**Run 1: the metal 1 layer**

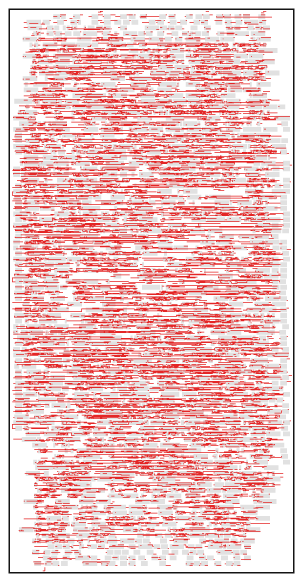
**Run 1: M2 wires**

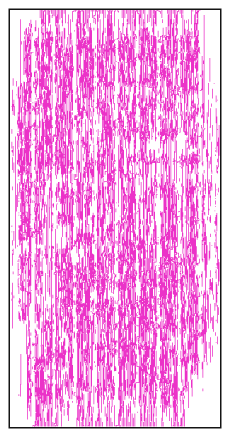
**Run 1: met3 routing**

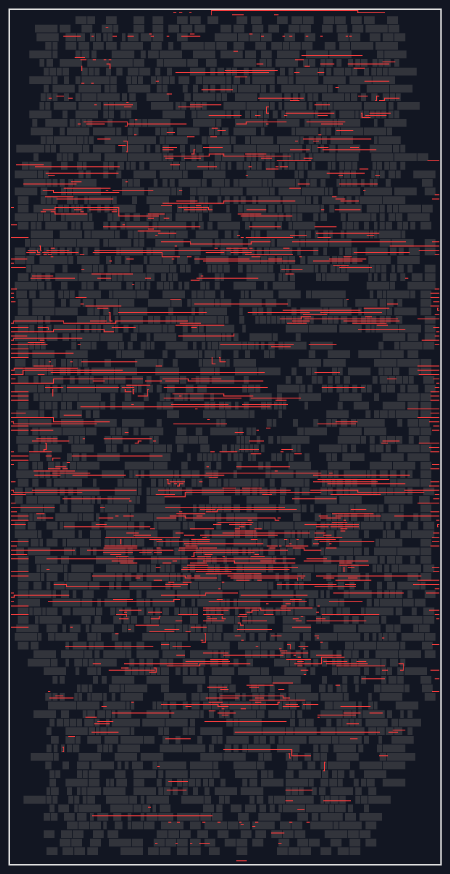
Design matrix_fetch_flat, sky130hd; sources not shown.
==> impl_metrics.py, run 1 <==
# Metrics from the implementation run
metrics = {
    "timing": {
        "min_period_ns": 3.107,
        "fmax_mhz": 321.8,
        "worst_slack_ns": 1.393,
        "hold_violations": 0,
        "final.setup.tns_ns": 0,
        "rsz0062_at_grt": "no",
        "whs_ns": 0.3339,
        "slew_headroom_pct": 15.74,
        "clock_skew_ns": 0.01156,
    },
    "yosys": {
        "ys_seq_share_pct": 53.67,
        "ys_sh_xor_pct": 0.1319,
        "topCellsByArea": "dfxtp_1 (54%), o21ai_0 (8.9%), a31oi_1 (7.5%)",
        "ff_type": "dfxtp_1",
        "top_logic_kind": "AND-OR/OR-AND gates",
        "top_area_cell": "dfxtp_1",
        "ys_cells": 2237,
        "common_cells": "dfxtp_1 (534), o21ai_0 (354), a21oi_1 (249)",
        "ys_ff": 534,
        "synth_area_sq_um": 19920,
        "netlist_instances": 2237,
        "adder_share_pct": 0.5025,
        "avgSynthCellArea_sq_um": 8.904,
        "edf_count": 0,
        "ys_sh_aoi_pct": 29.16,
        "synthSimpleGateAreaFrac_pct": 9.950,
    },
    "setup_path": {
        "worstSetupPathDepth": 7,
        "regToRegSetupSlack_ns": 1.39,
        "cp_num_buf_inv": 3,
        "cp.required_ns": 4.99,
        "critPathLaunchType": "flip-flop",
        "path_class": "flip-flop to flip-flop",
        "cp_max_fo": 10,
        "slowest_stage": "nor3_4",
        "cp-end-kind": "flip-flop",
    },
    "finish": {
        "num_antenna_cells": 1,
        "final_cell_mix": "dfxtp_1 (534), o21ai_0 (354), clkdlybuf4s50_1 (277)",
        "n_all_inverters": 10,
        "nMultiInputCombCells": 1446,
        "buf_share_pct": 15.57,
        "n_fill_cell": 2872,
        "area_growth_pct": 24.31,
        "stdcell_area_sq_um": 24760,
        "buffers_excl_clock": 524,
        "seq_cells": 534,
        "comb_share_pct": 32.74,
        "largest_class": "flip-flops and latches",
        "clkCellAreaFrac_pct": 6.074,
    },
    "floorplan": {
        "die_x_um": 136.6,
        "chip_area_sq_um": 37030,
        "initial_utilization_pct": 55.82,
        "tapCellCount": 450,
        "core_sq_um": 35680,
    },
    "clock_network": {
        "cts_tree": "yes",
        "cts_setup_buffers": 0,
        "path_clk_slew_ns": 0.07,
        "hold_buffers": 0,
        "cts_buffers": 44,
        "cts_sinks": 534,
    },
    "power": {
        "intPower_uw": 10140,
        "p_sw_share_pct": 33.29,
        "power.group.top": "registers",
        "pg_clk_uw": 4060,
        "comb_cell_power_uw": 4740,
        "powerDensity_nw_per_um2": 613.8,
        "peakVddDrop_mv": 0.4351,
        "seqPwrFrac_pct": 42.1,
    },
    "hold_path": {
        "whs_path_depth": 3,
    },
    "status": {
        "status": "finished clean",
    },
    "routing": {
        "drc": 0,
        "dr_wl_met3_um": 5974,
        "drt_iter0_markers": 1784,
        "met1Wirelength_um": 24460,
        "routed.top_layer": "met5",
        "dr_wl_met2_um": 35010,
    },
    "global_routing": {
        "grt.total_usage_pct": 39.49,
        "grt_overflow": 0,
        "grt-busiest-layer": "met2",
        "grt_max_degree": 17,
    },
    "place": {
        "dp_cells": 2964,
        "post-place-ws_ns": 1.487,
        "dpl.hpwl_um": 53120,
    },
}
## Picture notes: 'the metal 1 layer'
share of all routed wire: 33%
main direction: horizontal
total length of routed wires: 74,160 um
M1 GR Usage: 40.80%
routed vias: 19.96k

## Picture notes: 'M2 wires'
wire length on this layer: 35.0 mm
main direction: vertical
share of all routed wire: 47%
met2 GRT Util: 64.35%

## Picture notes: 'met3 routing'
wire length on this layer: 5,980 um
main direction: horizontal
met3 Usage GRT: 7.600%

**Run 1: M4 wires**

Scale bar: 50 um.
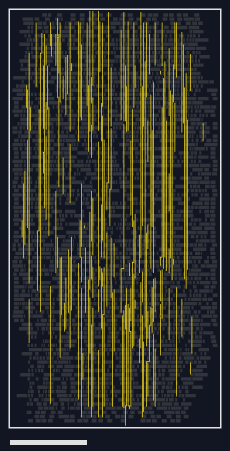

--- run 2 (diff from run 1) ---
--- a/config.mk
+++ b/config.mk
@@ -7,10 +7,10 @@
 export LEC_CHECK = 0
 export CAP_MARGIN = 10
 export CORE_ASPECT_RATIO = 2
-export CORE_UTILIZATION = 55
+export CORE_UTILIZATION = 54
 export DETAILED_ROUTE_END_ITERATION = 12
 export GPL_TIMING_DRIVEN = 0
-export PLACE_DENSITY = 0.81
+export PLACE_DENSITY = 0.8
 export SYNTH_ARGS = -nofsm -noshare
 export SYNTH_HDL_FRONTEND = slang
 export SYNTH_SLANG_ARGS = --single-unit
==> constraint.sdc (replaced) <==
create_clock -name clk -period 3.04 [get_ports clk]
set_input_delay 0.304 -clock clk [delete_from_list [all_inputs] [get_ports clk]]
set_output_delay 0.304 -clock clk [all_outputs]
set_load 0.01 [all_outputs]
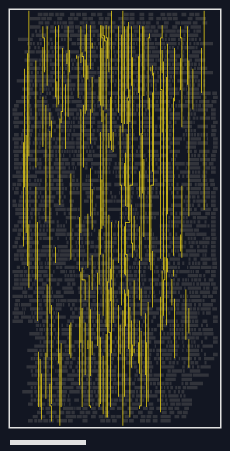
**Above:** run 2 (M4 wires).
Scale bar: 50 um.
main direction: vertical
share of all routed wire: 11%
wire length on this layer: 8,240 um
routed vias: 20.04k
total length of routed wires: 75,160 um

==> impl_metrics.py, run 2 <==
# Metrics from the implementation run
metrics = {
    "place": {
        "dpl.hpwl_um": 53290,
        "post-place-ws_ns": 0.06304,
    },
    "global_routing": {
        "grt-busiest-layer": "met2",
        "grt_max_degree": 17,
        "grt.total_usage_pct": 39.28,
        "grt_overflow": 0,
        "grtUsageMet3_pct": 7.852,
    },
    "yosys": {
        "avgSynthCellArea_sq_um": 8.904,
        "ys_cells": 2237,
        "top_logic_kind": "AND-OR/OR-AND gates",
        "top_area_cell": "dfxtp_1",
        "adder_share_pct": 0.5025,
        "ys_ff": 534,
        "netlist.area_leader.share_pct": 53.67,
        "common_cells": "dfxtp_1 (534), o21ai_0 (354), a21oi_1 (249)",
        "ff_type": "dfxtp_1",
        "synth_area_sq_um": 19920,
        "ys_sh_xor_pct": 0.1319,
        "ys_sh_aoi_pct": 29.16,
        "ys_seq_share_pct": 53.67,
    },
    "clock_network": {
        "path_clk_slew_ns": 0.07,
        "cts_tree": "yes",
        "cts_buffers": 44,
        "cts_setup_buffers": 0,
        "cts_sinks": 534,
        "cts_max_path_buffers": 3,
    },
    "routing": {
        "dr_wl_met3_um": 6637,
        "routed.top_layer": "met4",
        "drc": 0,
        "met1Wirelength_um": 24720,
        "dr_wl_met2_um": 35560,
        "vias_per_cell": 6.563,
        "drt_iter0_markers": 1893,
    },
    "timing": {
        "fmax_mhz": 337.7,
        "clock_skew_ns": 0.01929,
        "rsz0062_at_grt": "no",
        "whs_ns": 0.1765,
        "worst_slack_ns": 0.07912,
        "final.setup.tns_ns": 0,
        "slew_headroom_pct": 11.33,
        "min_period_ns": 2.961,
    },
    "status": {
        "status": "finished clean",
    },
    "finish": {
        "area_growth_pct": 24.59,
        "stdcell_area_sq_um": 24820,
        "buffers_excl_clock": 524,
        "n_fill_cell": 3101,
        "final_cell_mix": "dfxtp_1 (534), o21ai_0 (354), clkdlybuf4s50_1 (277)",
        "clkCellAreaFrac_pct": 6.221,
        "buf_share_pct": 15.55,
        "nMultiInputCombCells": 1446,
        "largest_class": "flip-flops and latches",
        "comb_share_pct": 32.68,
        "seq_cells": 534,
    },
    "setup_path": {
        "worstSetupPathDepth": 8,
        "arrival_ns": 3.46,
        "critPathLaunchType": "flip-flop",
        "path_class": "flip-flop to flip-flop",
        "cp_max_fo": 10,
        "cp_num_buf_inv": 3,
        "regToRegSetupSlack_ns": 0.08,
        "worstPathCellList": "inv_1, ha_1, buf_2, and3b_1, clkbuf_1, and2_1, nand3_1, a31oi_1",
        "cp-end-kind": "flip-flop",
        "slowest_stage": "dfxtp_1",
    },
    "floorplan": {
        "pin_count": 294,
        "chip_area_sq_um": 37710,
        "tapCellCount": 454,
        "die_x_um": 137.8,
        "core_sq_um": 36420,
    },
    "power": {
        "pg_clk_uw": 6160,
        "seqPwrFrac_pct": 42.0,
        "powerDensity_nw_per_um2": 912.8,
        "intPower_uw": 15160,
        "power.group.top": "registers",
        "seq_power_uw": 9510,
    },
    "hold_path": {
        "whs_path_depth": 3,
    },
}
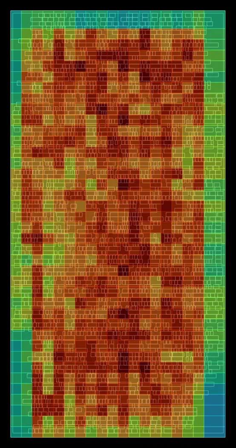
**Above:** run 2 (routing congestion).
M1 GR Usage: 40.91%
met2 GRT Util: 64.45%

Power is estimated from default activity; no workload was simulated.
